## src/rtl/traffic_pkg.sv

```systemverilog
// Shared types and constants for the highway / country-road phase scheduler.
package traffic_pkg;

    localparam int TIME_W = 7;

    typedef enum logic [2:0] {
        HW_GRN = 3'd0,
        HW_YEL = 3'd1,
        CLR1   = 3'd2,
        CR_GRN = 3'd3,
        CR_YEL = 3'd4,
        CLR2   = 3'd5
    } state_t;

    // Lamp encodings {red, yellow, green}
    localparam logic [2:0] RED = 3'b100;
    localparam logic [2:0] YEL = 3'b010;
    localparam logic [2:0] GRN = 3'b001;

endpackage

```

## src/rtl/traffic_phase_scheduler_timer.sv

```systemverilog
// Loadable phase down-counter. Decrements once per tick, parks at zero,
// flags the last tick of a phase (count == 1).
module phase_timer
    import traffic_pkg::*;
#(
    parameter logic [TIME_W-1:0] RST_VAL = '0
)(
    input  logic              clk,
    input  logic              rst,
    input  logic              load,
    input  logic [TIME_W-1:0] load_val,
    input  logic              tick,
    output logic [TIME_W-1:0] count,
    output logic              expired,
    output logic              at_zero
);

    // Load has priority over counting; zero is a hold state.
    always_ff @(posedge clk) begin
        if (rst) begin
            count <= RST_VAL;
        end else if (load) begin
            count <= load_val;
        end else if (tick && (count != '0)) begin
            count <= count - TIME_W'(1);
        end
    end

    assign expired = (count == TIME_W'(1));
    assign at_zero = (count == '0);

endmodule

```

## src/rtl/traffic_phase_scheduler.sv

```systemverilog
// Intersection phase sequencer: highway green by default, country road
// served on sensor or pedestrian demand, all-red clearance between roads.
//
//  state  | meaning
//  -------+---------------------------------------------------------
//  HW_GRN | highway green; min time, then hold at 0 until demand
//  HW_YEL | highway yellow
//  CLR1   | all-red clearance before country road
//  CR_GRN | country-road green; walk latched at entry; max or gap-out
//  CR_YEL | country-road yellow
//  CLR2   | all-red clearance before highway
module traffic_phase_scheduler
    import traffic_pkg::*;
#(
    parameter int HW_MIN_T = 8,
    parameter int HW_YEL_T = 3,
    parameter int CLR_T    = 1,
    parameter int CR_MAX_T = 10,
    parameter int CR_MIN_T = 3,
    parameter int CR_YEL_T = 3
)(
    input  logic              clk,
    input  logic              rst,
    input  logic              tick,
    input  logic              sensor,
    input  logic              ped_req,
    output logic [2:0]        hw_led,
    output logic [2:0]        cr_led,
    output logic              walk,
    output logic [TIME_W-1:0] phase_time,
    output logic [2:0]        phase
);

    localparam logic [TIME_W-1:0] HW_MIN_V = TIME_W'(HW_MIN_T);
    localparam logic [TIME_W-1:0] HW_YEL_V = TIME_W'(HW_YEL_T);
    localparam logic [TIME_W-1:0] CLR_V    = TIME_W'(CLR_T);
    localparam logic [TIME_W-1:0] CR_MAX_V = TIME_W'(CR_MAX_T);
    localparam logic [TIME_W-1:0] CR_YEL_V = TIME_W'(CR_YEL_T);
    // Gap-out is allowed once the counter, including the current tick, shows
    // at least CR_MIN_T elapsed ticks: CR_MAX_T - count + 1 >= CR_MIN_T.
    localparam logic [TIME_W-1:0] GAP_MAX  = TIME_W'(CR_MAX_T - CR_MIN_T + 1);

    state_t            state;
    state_t            state_nxt;
    logic              sync1;
    logic              sens_s;
    logic              ped_pending;
    logic              demand;
    logic              illegal;
    logic              enter_cr;
    logic              tmr_load;
    logic [TIME_W-1:0] tmr_val;
    logic [TIME_W-1:0] count;
    logic              expired;
    logic              at_zero;

    phase_timer #(
        .RST_VAL (HW_MIN_V)
    ) u_timer (
        .clk      (clk),
        .rst      (rst),
        .load     (tmr_load),
        .load_val (tmr_val),
        .tick     (tick),
        .count    (count),
        .expired  (expired),
        .at_zero  (at_zero)
    );

    // Two-flop synchronizer for the asynchronous vehicle sensor.
    always_ff @(posedge clk) begin
        if (rst || illegal) begin
            sync1  <= 1'b0;
            sens_s <= 1'b0;
        end else begin
            sync1  <= sensor;
            sens_s <= sync1;
        end
    end

    assign demand = sens_s | ped_pending;

    // State register.
    always_ff @(posedge clk) begin
        if (rst) begin
            state <= HW_GRN;
        end else begin
            state <= state_nxt;
        end
    end

    // Next state and timer reload; every transition loads the next duration.
    always_comb begin
        state_nxt = state;
        tmr_load  = 1'b0;
        tmr_val   = HW_MIN_V;
        illegal   = 1'b0;
        case (state)
            HW_GRN: begin
                if (tick && (expired || at_zero) && demand) begin
                    state_nxt = HW_YEL;
                    tmr_load  = 1'b1;
                    tmr_val   = HW_YEL_V;
                end
            end
            HW_YEL: begin
                if (tick && expired) begin
                    state_nxt = CLR1;
                    tmr_load  = 1'b1;
                    tmr_val   = CLR_V;
                end
            end
            CLR1: begin
                if (tick && expired) begin
                    state_nxt = CR_GRN;
                    tmr_load  = 1'b1;
                    tmr_val   = CR_MAX_V;
                end
            end
            CR_GRN: begin
                if (tick && (expired || (!walk && !sens_s && (count <= GAP_MAX)))) begin
                    state_nxt = CR_YEL;
                    tmr_load  = 1'b1;
                    tmr_val   = CR_YEL_V;
                end
            end
            CR_YEL: begin
                if (tick && expired) begin
                    state_nxt = CLR2;
                    tmr_load  = 1'b1;
                    tmr_val   = CLR_V;
                end
            end
            CLR2: begin
                if (tick && expired) begin
                    state_nxt = HW_GRN;
                    tmr_load  = 1'b1;
                    tmr_val   = HW_MIN_V;
                end
            end
            default: begin
                state_nxt = HW_GRN;
                tmr_load  = 1'b1;
                tmr_val   = HW_MIN_V;
                illegal   = 1'b1;
            end
        endcase
    end

    assign enter_cr = (state == CLR1) && (state_nxt == CR_GRN);

    // Pedestrian latch and walk; a request on the entry edge is served now.
    always_ff @(posedge clk) begin
        if (rst || illegal) begin
            ped_pending <= 1'b0;
            walk        <= 1'b0;
        end else begin
            if (enter_cr) begin
                ped_pending <= 1'b0;
            end else if (ped_req) begin
                ped_pending <= 1'b1;
            end
            if (enter_cr) begin
                walk <= ped_pending | ped_req;
            end else if (state_nxt != CR_GRN) begin
                walk <= 1'b0;
            end
        end
    end

    // Lamp decode from the current state.
    always_comb begin
        hw_led = RED;
        cr_led = RED;
        case (state)
            HW_GRN:  hw_led = GRN;
            HW_YEL:  hw_led = YEL;
            CR_GRN:  cr_led = GRN;
            CR_YEL:  cr_led = YEL;
            default: ;
        endcase
    end

    assign phase      = state;
    assign phase_time = count;

    // At least one road must always show red.
    a_one_red: assert property (@(posedge clk) disable iff (rst) (hw_led[2] | cr_led[2]));

endmodule

```

## config.mk

```make
export PLATFORM = sky130hd
export DESIGN_NAME = traffic_phase_scheduler
export DESIGN_NICKNAME = d
export VERILOG_FILES = /design/src/rtl/traffic_pkg.sv /design/src/rtl/traffic_phase_scheduler_timer.sv /design/src/rtl/traffic_phase_scheduler.sv
export SDC_FILE = /design/constraint.sdc
export NUM_CORES = 1
export LEC_CHECK = 0
export ABC_AREA = 1
export CAP_MARGIN = 40
export CORE_MARGIN = 1.5
export CORE_UTILIZATION = 50
export DETAILED_ROUTE_END_ITERATION = 7
export PLACE_DENSITY_LB_ADDON = 0.15
export SKIP_CTS_REPAIR_TIMING = 1
export SYNTH_ARGS = -nofsm -noshare
export SYNTH_HDL_FRONTEND = slang
export SYNTH_SLANG_ARGS = --single-unit
```

## constraint.sdc

```tcl
create_clock -name clk -period 2.78 [get_ports clk]
set_clock_uncertainty 0.15 [all_clocks]
set_input_delay 0.556 -clock clk [delete_from_list [all_inputs] [get_ports clk]]
set_output_delay 0.556 -clock clk [all_outputs]
set_load 0.05 [all_outputs]
```

==> run_summary.xml, run 1 <==
<?xml version="1.0" encoding="UTF-8"?>
<metrics>
  <group name="min_path">
    <metric name="holdCritPathClass" unit="">flop to flop</metric>
    <metric name="whs_endpoint" unit="">sens_s$_SDFF_PP0_</metric>
    <metric name="hold_path_depth" unit="">2</metric>
  </group>
  <group name="placement">
    <metric name="finalWeightedCongestion" unit="">0.9067</metric>
    <metric name="place_worst_setup_slack" unit="ps">499.3</metric>
  </group>
  <group name="critical_path">
    <metric name="critical_path.endpoint" unit="">hw_led[2]</metric>
    <metric name="worstPathArrival" unit="ps">1890</metric>
    <metric name="worst_r2r_path_depth" unit="">10</metric>
    <metric name="cp_num_cells" unit="">5</metric>
    <metric name="cpMaxStageDelayCell" unit="">sky130_fd_sc_hd__clkdlybuf4s50_1</metric>
    <metric name="required" unit="ps">2070</metric>
    <metric name="endpoint_kind" unit="">output pin</metric>
    <metric name="worstPathCellList" unit="">inv_1 -&gt; nand3_1 -&gt; nand2_1 -&gt; inv_1 -&gt; clkdlybuf4s50_1</metric>
    <metric name="timing.setup.critical_path_class" unit="">flop to output pin</metric>
    <metric name="regToRegEndpoint" unit="">u_timer.count[1]$_SDFFE_PP0P_</metric>
    <metric name="timing.critical_path.mode_cell" unit="">sky130_fd_sc_hd__inv_1</metric>
    <metric name="critical_path.startpoint" unit="">phase[2]$_SDFF_PP0_</metric>
    <metric name="path_max_fanout" unit="">8</metric>
    <metric name="startpoint_type" unit="">flop</metric>
    <metric name="worstReg2RegStart" unit="">u_timer.count[0]$_SDFFE_PP0P_</metric>
  </group>
  <group name="cells_and_area">
    <metric name="num_antenna_cells" unit="">0</metric>
    <metric name="seqCellArea" unit="um2">280.3</metric>
    <metric name="drive_above_1_share" unit="%">15.15</metric>
    <metric name="logic_gates" unit="">96</metric>
    <metric name="final_core_util" unit="%">70.54</metric>
    <metric name="num-fill-cells" unit="">159</metric>
    <metric name="final_cell_area" unit="mm2">0.001231</metric>
    <metric name="num-clock-buffers" unit="">4</metric>
    <metric name="area.growth.synth_to_final" unit="%">29.82</metric>
    <metric name="final_nets" unit="">174</metric>
    <metric name="final-comb-area" unit="um2">558.0</metric>
    <metric name="signal_buffer_area_fraction" unit="%">17.48</metric>
    <metric name="area_dominant_class" unit="">combinational gates</metric>
    <metric name="inv_count" unit="">29</metric>
    <metric name="flop_share_of_the_area" unit="%">22.76</metric>
    <metric name="layout.cells.non_filler" unit="">190</metric>
    <metric name="numSequentialCells" unit="">14</metric>
    <metric name="clk_share" unit="%">2.947</metric>
  </group>
  <group name="global_route">
    <metric name="met1_usage" unit="%">30.97</metric>
    <metric name="grt_use_met3" unit="%">2.353</metric>
    <metric name="grt_first_pass_wirelength" unit="um">3422</metric>
    <metric name="number_of_antenna_violations_at_the_first_check_in_global_routing" unit="">0</metric>
    <metric name="groute.layer.met2.usage" unit="%">35.28</metric>
    <metric name="grt_max_degree" unit="">9</metric>
  </group>
  <group name="power_and_ir_drop">
    <metric name="power.total" unit="W">0.0007241</metric>
    <metric name="power-per-cell-area" unit="mW/mm2">588.1</metric>
    <metric name="power_leakage" unit="nW">0.5927</metric>
  </group>
  <group name="cts">
    <metric name="h_tree_levels" unit="">1</metric>
    <metric name="clockBufferDepth" unit="">2</metric>
    <metric name="clkTransAtPathRegs" unit="ps">90</metric>
    <metric name="cts_tree" unit="">done</metric>
    <metric name="clkSinkCount" unit="">14</metric>
    <metric name="worstSkewPairLatency" unit="ps">280</metric>
    <metric name="tritoncts.num_buffers" unit="">3</metric>
  </group>
  <group name="logic_synthesis">
    <metric name="avgSynthCellArea" unit="um2">6.823</metric>
    <metric name="topCombFamilyByArea" unit="">simple AND/OR/NAND/NOR gates</metric>
    <metric name="synthDistinctLibCells" unit="">25</metric>
    <metric name="simple_gate_share" unit="%">40.24</metric>
    <metric name="ys_seq_share" unit="%">29.55</metric>
    <metric name="yosys_cells" unit="">139</metric>
    <metric name="floorplan.nets" unit="">147</metric>
    <metric name="ys_ff" unit="">14</metric>
    <metric name="ys_sh_adder" unit="%">3.958</metric>
    <metric name="yosys.area_share.aoi" unit="%">10.03</metric>
    <metric name="synthMuxAreaShare" unit="%">0</metric>
    <metric name="netlist_area" unit="um2">948.4</metric>
    <metric name="yosys_area" unit="um2">948.4</metric>
    <metric name="synthesis.instances" unit="">139</metric>
  </group>
  <group name="final_timing">
    <metric name="period_used_share" unit="%">93.40</metric>
    <metric name="fin_setup_tns" unit="ps">0</metric>
    <metric name="worst_pin_slew" unit="ps">509.0</metric>
    <metric name="fin_hold_viols" unit="">0</metric>
    <metric name="fin_crit" unit="ps">2596</metric>
    <metric name="setup-violations-final" unit="">0</metric>
    <metric name="maxClockFrequency" unit="GHz">0.3851</metric>
    <metric name="worst_slew_margin_rel" unit="%">65.96</metric>
    <metric name="timing_max_transition_violations_final" unit="">0</metric>
  </group>
  <group name="job">
    <metric name="timing.max_cap.violations" unit="">0</metric>
    <metric name="warnings" unit="">28</metric>
  </group>
  <group name="route">
    <metric name="route.layer.met1.wl" unit="um">1091</metric>
    <metric name="drt-vias-per-instance" unit="">5.079</metric>
    <metric name="antenna_left" unit="">0</metric>
    <metric name="initialDrtViolationCount" unit="">32</metric>
    <metric name="route.met2.wl" unit="um">955</metric>
    <metric name="drt_drc_violations_left" unit="">0</metric>
    <metric name="first_drt_pass_iteration_count" unit="">4</metric>
  </group>
  <group name="die">
    <metric name="tapCellCount" unit="">25</metric>
    <metric name="die.size.y" unit="um">46.55</metric>
    <metric name="ioPinCount" unit="">22</metric>
    <metric name="initCoreUtil" unit="%">54.34</metric>
    <metric name="row_count" unit="">15</metric>
  </group>
  <group name="status">
    <metric name="run_status" unit="">complete, no violations</metric>
  </group>
</metrics>
==> run 1: synthesized netlist by cell type <==
cell type | count | share of area, %
sky130_fd_sc_hd__xnor2_1 | 2 | 1.8
sky130_fd_sc_hd__inv_2 | 2 | 0.79
sky130_fd_sc_hd__dfxtp_1 | 14 | 30
sky130_fd_sc_hd__nand3_4 | 1 | 1.8
sky130_fd_sc_hd__clkinv_2 | 1 | 0.53
sky130_fd_sc_hd__nor2_1 | 20 | 7.9
sky130_fd_sc_hd__o211ai_1 | 2 | 1.6
sky130_fd_sc_hd__a21oi_1 | 8 | 4.2
sky130_fd_sc_hd__inv_1 | 26 | 10
sky130_fd_sc_hd__nand3_1 | 7 | 3.7
sky130_fd_sc_hd__a31oi_1 | 1 | 0.66
sky130_fd_sc_hd__nor3_4 | 1 | 1.7
sky130_fd_sc_hd__ha_1 | 3 | 4.0
sky130_fd_sc_hd__nor2_4 | 3 | 3.6
sky130_fd_sc_hd__nand3_2 | 2 | 2.1
sky130_fd_sc_hd__nand4_1 | 5 | 3.3
sky130_fd_sc_hd__o21ai_1 | 1 | 0.53
sky130_fd_sc_hd__xor2_1 | 3 | 2.8
sky130_fd_sc_hd__nand2_2 | 4 | 2.6
sky130_fd_sc_hd__nor2_2 | 2 | 1.3
sky130_fd_sc_hd__nand2_1 | 22 | 8.7
sky130_fd_sc_hd__nor3_1 | 2 | 1.1
sky130_fd_sc_hd__nand2_4 | 2 | 2.4
sky130_fd_sc_hd__o21ai_0 | 4 | 2.1
sky130_fd_sc_hd__a21oi_2 | 1 | 0.92
==> run 1: cells in the final DEF, fill, tap and decap left out, types with 2 or more instances in the layout <==
cell type / count
sky130_fd_sc_hd__nor3_1: 2
sky130_fd_sc_hd__clkbuf_4: 3
sky130_fd_sc_hd__nor2_2: 2
sky130_fd_sc_hd__clkdlybuf4s50_1: 20
sky130_fd_sc_hd__nand4_1: 5
sky130_fd_sc_hd__inv_1: 26
sky130_fd_sc_hd__nor2_4: 3
sky130_fd_sc_hd__nor2_1: 20
sky130_fd_sc_hd__xor2_1: 3
sky130_fd_sc_hd__nand2_2: 4
sky130_fd_sc_hd__o211ai_1: 2
sky130_fd_sc_hd__dfxtp_1: 14
sky130_fd_sc_hd__nand3_2: 2
sky130_fd_sc_hd__nand3_1: 7
sky130_fd_sc_hd__nand2_4: 2
sky130_fd_sc_hd__nand2_1: 22
sky130_fd_sc_hd__a21oi_1: 8
sky130_fd_sc_hd__buf_4: 2
sky130_fd_sc_hd__xnor2_1: 2
sky130_fd_sc_hd__ha_1: 3
sky130_fd_sc_hd__inv_2: 2
sky130_fd_sc_hd__o21ai_0: 4
==> run 1: where the power goes <==
group          internal [W]  switching (W)  leakage [nW]
clock network     0.0000797      0.0000703        0.0210
logic              0.000113       0.000213         0.457
registers          0.000222      0.0000262         0.115
==> run 1: registers in the layout, indices dropped and copies added (netlist names) <==
name / count
ped_pending: 1
walk: 1
phase: 3
sens_s: 1
sync1: 1
u_timer.count: 7
Figure 1. Wire density map (run 1).
Drawn at 6 px/um. 9 x 9 tiles, from dark purple (low) to yellow (high), scaled to the fullest tile. Values are wire area over tile area, all layers added.
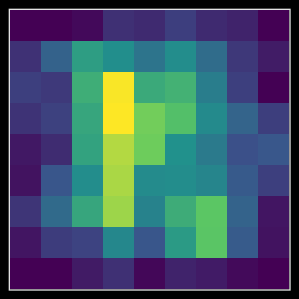
nearly empty tiles: 9.9%
emptiest ninth of the die: north-east
densest ninth of the die: centre
mean over tiles: 0.16
fullest tile: 0.49
wire length reported by the detailed router: 2184 um
vias after detailed routing: 965
global-route usage over all layers: 22.28%
wire length per cell: 11.49 um

Figure 2. Logic cells by family (run 1).
Drawn at 8 px/um.
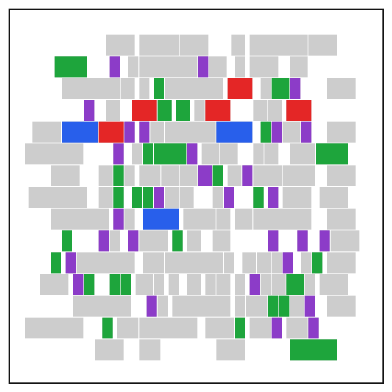
legend:
  red:
    family: XOR/XNOR gates
    cells: 5
    most_used: xor2_1
  blue:
    family: adder and majority cells
    cells: 3
    most_used: ha_1
  purple:
    family: inverters
    cells: 29
    most_used: inv_1
  green:
    family: NOR gates
    cells: 28
    most_used: nor2_1

Figure 3. A small window of the routed layout (run 1).
Window x 8 to 38, y 8 to 38 um. Cells in grey, sequential cells in the stronger grey; small squares are vias.
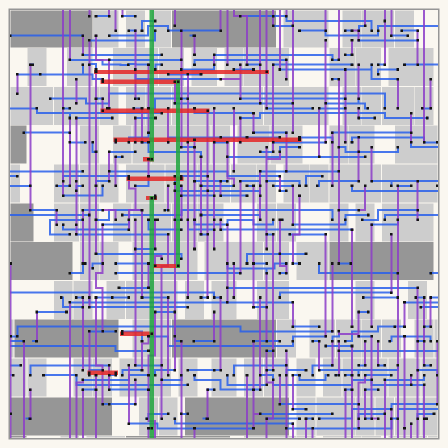
legend:
  green:
    layer: met4
  purple:
    layer: met2
  red:
    layer: met3
  blue:
    layer: met1
most frequent: inv_1 (21), nand2_1 (20), nor2_1 (15)
netlist names of flops here include: u_timer.count (3), phase (2)
cells with their middle in the window: 116
sequential cells in the window: 8

Figure 4. Cell outlines without signal wires (run 1).
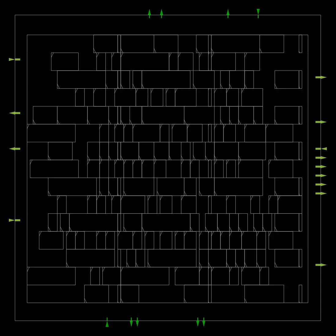

==> inputs of run 2 (changes only) <==
Settings changed: MAX_ROUTING_LAYER from default to met4, SETUP_SLACK_MARGIN from default to 0.2.
Figure 5. Cell outlines without signal wires (run 2).
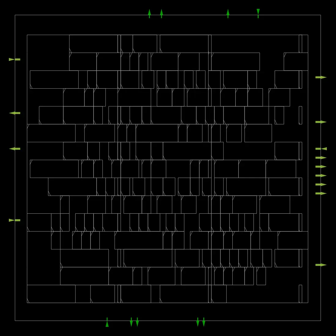
count of sequential standard cells: 14
final cell count without fillers: 190

==> run 2 against run 1 <==
Register-to-register slack gained 50 ps. Maximum frequency is 8.7% higher. Combinational power fell by 1%. Sequential cell count unchanged. Clock-buffer cell count stayed put. Cell count stayed put. Die size unchanged. Via count grew 1.5%. Wire length shrank 0.41%. First-iteration DRC count grew 59%. Clock power hardly changed. Largest power group unchanged. Highest routed layer unchanged. Critical path type unchanged.
==> run_summary.xml, run 2 <==
<?xml version="1.0" encoding="UTF-8"?>
<metrics>
  <group name="status">
    <metric name="run_status" unit="">complete, no violations</metric>
  </group>
  <group name="critical_path">
    <metric name="startpoint_type" unit="">flop</metric>
    <metric name="cpMaxStageDelayCell" unit="">sky130_fd_sc_hd__clkdlybuf4s50_1</metric>
    <metric name="worstPathArrival" unit="ps">1680</metric>
    <metric name="critical_path.startpoint" unit="">phase[2]$_SDFF_PP0_</metric>
    <metric name="worstReg2RegStart" unit="">u_timer.count[0]$_SDFFE_PP0P_</metric>
    <metric name="r2r_setup_slack" unit="ps">960</metric>
    <metric name="worstPathCellList" unit="">clkdlybuf4s50_1</metric>
    <metric name="path_max_fanout" unit="">8</metric>
    <metric name="timing.critical_path.max_delay_family" unit="">buffers and inverters</metric>
    <metric name="required" unit="ps">2070</metric>
    <metric name="timing.setup.critical_path_class" unit="">flop to output pin</metric>
    <metric name="critical_path_buf_inv_count" unit="">1</metric>
    <metric name="delay_of_the_slowest_cell_on_the_worst_path" unit="ps">880</metric>
    <metric name="endpoint_kind" unit="">output pin</metric>
  </group>
  <group name="route">
    <metric name="initialDrtViolationCount" unit="">51</metric>
    <metric name="first_drt_pass_iteration_count" unit="">4</metric>
    <metric name="drt_drc_violations_left" unit="">0</metric>
    <metric name="antenna_left" unit="">0</metric>
    <metric name="dr_total_vias" unit="">979</metric>
    <metric name="drt-vias-per-instance" unit="">5.153</metric>
    <metric name="routedWlPerCell" unit="um">11.45</metric>
    <metric name="totalWireLength" unit="um">2175</metric>
  </group>
  <group name="logic_synthesis">
    <metric name="synth.most_common_cell" unit="">sky130_fd_sc_hd__inv_1</metric>
    <metric name="avgSynthCellArea" unit="um2">6.823</metric>
    <metric name="ys_seq_share" unit="%">29.55</metric>
    <metric name="synthTopCellsByCount" unit="">26 x sky130_fd_sc_hd__inv_1, 22 x sky130_fd_sc_hd__nand2_1, 20 x sky130_fd_sc_hd__nor2_1, 14 x sky130_fd_sc_hd__dfxtp_1, 8 x sky130_fd_sc_hd__a21oi_1</metric>
    <metric name="yosys.area.top_type_share" unit="%">29.55</metric>
    <metric name="ys_top_cells_by_area" unit="">sky130_fd_sc_hd__dfxtp_1 30%, sky130_fd_sc_hd__inv_1 10%, sky130_fd_sc_hd__nand2_1 8.7%</metric>
    <metric name="synthDistinctLibCells" unit="">25</metric>
    <metric name="synthArstFlopShare" unit="%">0</metric>
    <metric name="yosys_cells" unit="">139</metric>
    <metric name="ys_ff" unit="">14</metric>
    <metric name="floorplan.nets" unit="">147</metric>
    <metric name="yosys_warnings" unit="">0</metric>
    <metric name="yosys.area.top_type" unit="">sky130_fd_sc_hd__dfxtp_1</metric>
    <metric name="edf_count" unit="">0</metric>
    <metric name="synth-main-ff-cell" unit="">sky130_fd_sc_hd__dfxtp_1</metric>
    <metric name="netlist_area" unit="um2">948.4</metric>
    <metric name="yosys_area" unit="um2">948.4</metric>
    <metric name="synthesis.instances" unit="">139</metric>
  </group>
  <group name="cells_and_area">
    <metric name="final_core_util" unit="%">71.54</metric>
    <metric name="area.growth.synth_to_final" unit="%">31.66</metric>
    <metric name="most_used_logic_cell_in_the_final_layout" unit="">sky130_fd_sc_hd__inv_1</metric>
    <metric name="num-fill-cells" unit="">143</metric>
    <metric name="largest_register_ff_count" unit="">7</metric>
    <metric name="drive_above_1_share" unit="%">14.55</metric>
    <metric name="seqCellArea" unit="um2">280.3</metric>
    <metric name="num_antenna_cells" unit="">0</metric>
    <metric name="largest_register" unit="">u_timer.count</metric>
    <metric name="final_nets" unit="">174</metric>
    <metric name="final-comb-area" unit="um2">558.0</metric>
    <metric name="lay_top_cells" unit="">26 x sky130_fd_sc_hd__inv_1, 22 x sky130_fd_sc_hd__nand2_1, 20 x sky130_fd_sc_hd__nor2_1, 15 x sky130_fd_sc_hd__clkdlybuf4s50_1, 14 x sky130_fd_sc_hd__dfxtp_1</metric>
  </group>
  <group name="job">
    <metric name="warnings" unit="">28</metric>
    <metric name="timing.max_cap.violations" unit="">0</metric>
  </group>
  <group name="power_and_ir_drop">
    <metric name="ir_worst_vdd" unit="uV">480.5</metric>
    <metric name="power.total" unit="W">0.0007185</metric>
    <metric name="power-per-cell-area" unit="mW/mm2">575.4</metric>
    <metric name="power_leakage" unit="nW">0.6645</metric>
  </group>
  <group name="die">
    <metric name="fp.dieW" unit="um">46.55</metric>
    <metric name="die.size.y" unit="um">46.55</metric>
    <metric name="row_count" unit="">15</metric>
    <metric name="ioPinCount" unit="">22</metric>
    <metric name="design.core.area" unit="mm2">0.001745</metric>
    <metric name="chip_area" unit="mm2">0.002167</metric>
    <metric name="initCoreUtil" unit="%">54.34</metric>
  </group>
  <group name="final_timing">
    <metric name="timing.hold.ws" unit="ps">268.6</metric>
    <metric name="worst_pin_slew" unit="ps">506.9</metric>
    <metric name="timing_max_transition_violations_final" unit="">0</metric>
    <metric name="fin_crit" unit="ps">2388</metric>
    <metric name="fin_hold_viols" unit="">0</metric>
    <metric name="worst_slew_margin_rel" unit="%">66.15</metric>
    <metric name="grt_setup_unrepaired" unit="">false</metric>
    <metric name="setup-violations-final" unit="">0</metric>
    <metric name="maxClockFrequency" unit="GHz">0.4188</metric>
    <metric name="period_used_share" unit="%">85.89</metric>
    <metric name="fin_setup_tns" unit="ps">0</metric>
  </group>
  <group name="placement">
    <metric name="io_buffer_count" unit="">21</metric>
    <metric name="finalWeightedCongestion" unit="">0.9275</metric>
    <metric name="post-dp-hpwl" unit="um">1667</metric>
  </group>
  <group name="min_path">
    <metric name="holdCritPathClass" unit="">flop to flop</metric>
    <metric name="worst_hold_startpoint" unit="">sync1$_SDFF_PP0_</metric>
  </group>
  <group name="cts">
    <metric name="clockBufferDepth" unit="">2</metric>
    <metric name="worstSkewPairLatency" unit="ps">280</metric>
    <metric name="h_tree_levels" unit="">1</metric>
    <metric name="tritoncts.num_buffers" unit="">3</metric>
    <metric name="clkTransAtPathRegs" unit="ps">80</metric>
    <metric name="cts_tree" unit="">done</metric>
    <metric name="clkSinkCount" unit="">14</metric>
    <metric name="cts_root_buf" unit="">sky130_fd_sc_hd__clkbuf_4</metric>
  </group>
  <group name="global_route">
    <metric name="grt_pass1_vias" unit="">802</metric>
    <metric name="grt_first_pass_wirelength" unit="um">3387</metric>
    <metric name="globalRouteOverflowTotal" unit="">0</metric>
    <metric name="globalRouteTotalUtil" unit="%">22.72</metric>
    <metric name="number_of_antenna_violations_at_the_first_check_in_global_routing" unit="">0</metric>
    <metric name="grt_max_degree" unit="">9</metric>
  </group>
</metrics>
Figure 6. A small window of the routed layout (run 2).
Window x 8 to 38, y 8 to 38 um. Cells in grey, sequential cells in the stronger grey; small squares are vias.
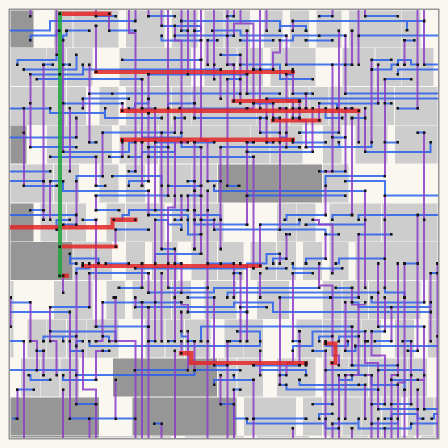
legend:
  purple:
    layer: met2
  red:
    layer: met3
  blue:
    layer: met1
  green:
    layer: met4
sequential cells in the window: 5
netlist names of flops here include: phase (2)
cells with their middle in the window: 117
most frequent: nand2_1 (20), inv_1 (19), nor2_1 (16)

[run 2: where the power goes]
part           switching [W]  internal, W
Combinational       0.000209     0.000113
Clock              0.0000692    0.0000797
Sequential         0.0000255     0.000222
[run 2: path summary, 6_finish.rpt]
| kind | to | cells past startpoint |
|---|---|---|
| worst max-delay path | phase[2] | 1 |
| worst min-delay path | sens_s$_SDFF_PP0_ | 2 |
| worst max register to register | u_timer.count[3]$_SDFFE_PP1P_ | 12 |
| worst min register to register | sens_s$_SDFF_PP0_ | 2 |
[run 2: worst min-delay path, stage by stage (launching register included)]
cell                      delay [ps]
sky130_fd_sc_hd__dfxtp_1         310
sky130_fd_sc_hd__inv_1            40
sky130_fd_sc_hd__nor2_1           30
[run 2: through the flow]
step | cells | area (um2) | setup slack (ps)
global placement | 186 | 1197 | 508.4
global route | 190 | 1249 | 357.8
CTS | 190 | 1234 | 157.3
floorplan | 139 | 948.4 | 216.8
finish | 190 | 1249 | 392.4
detailed placement | 186 | 1197 | 469.2
[run 2: final cells by class]
class / count / share of cell area, %
multi-input cells: 96 / 44.69
flip-flops and latches: 14 / 22.44
repair buffers: 22 / 18.64
inverters: 29 / 8.818
clock buffers: 4 / 2.906
well taps: 25 / 2.505
[run 2: cells by family (layout without fill, tap and decap cells)]
group	count (synthesis)	after routing	synth area share [%]
AND/OR/NAND/NOR	71	71	40.24
buffers and inverters	29	55	11.61
AND-OR/OR-AND	17	17	10.03
flip-flops	14	14	29.55
XOR/XNOR	5	5	4.618
adder cells (fa/ha/maj)	3	3	3.958
[run 2: layer usage]
layer / part of all wire, % / GRT usage (%)
met1: 46 / 31.53
met2: 46 / 31.39
met3: 6.3 / 4.314
met4: 0.83 / 10.29
met5: 0 / -
Power figures rest on the tool's default switching activity, not on a simulated workload.
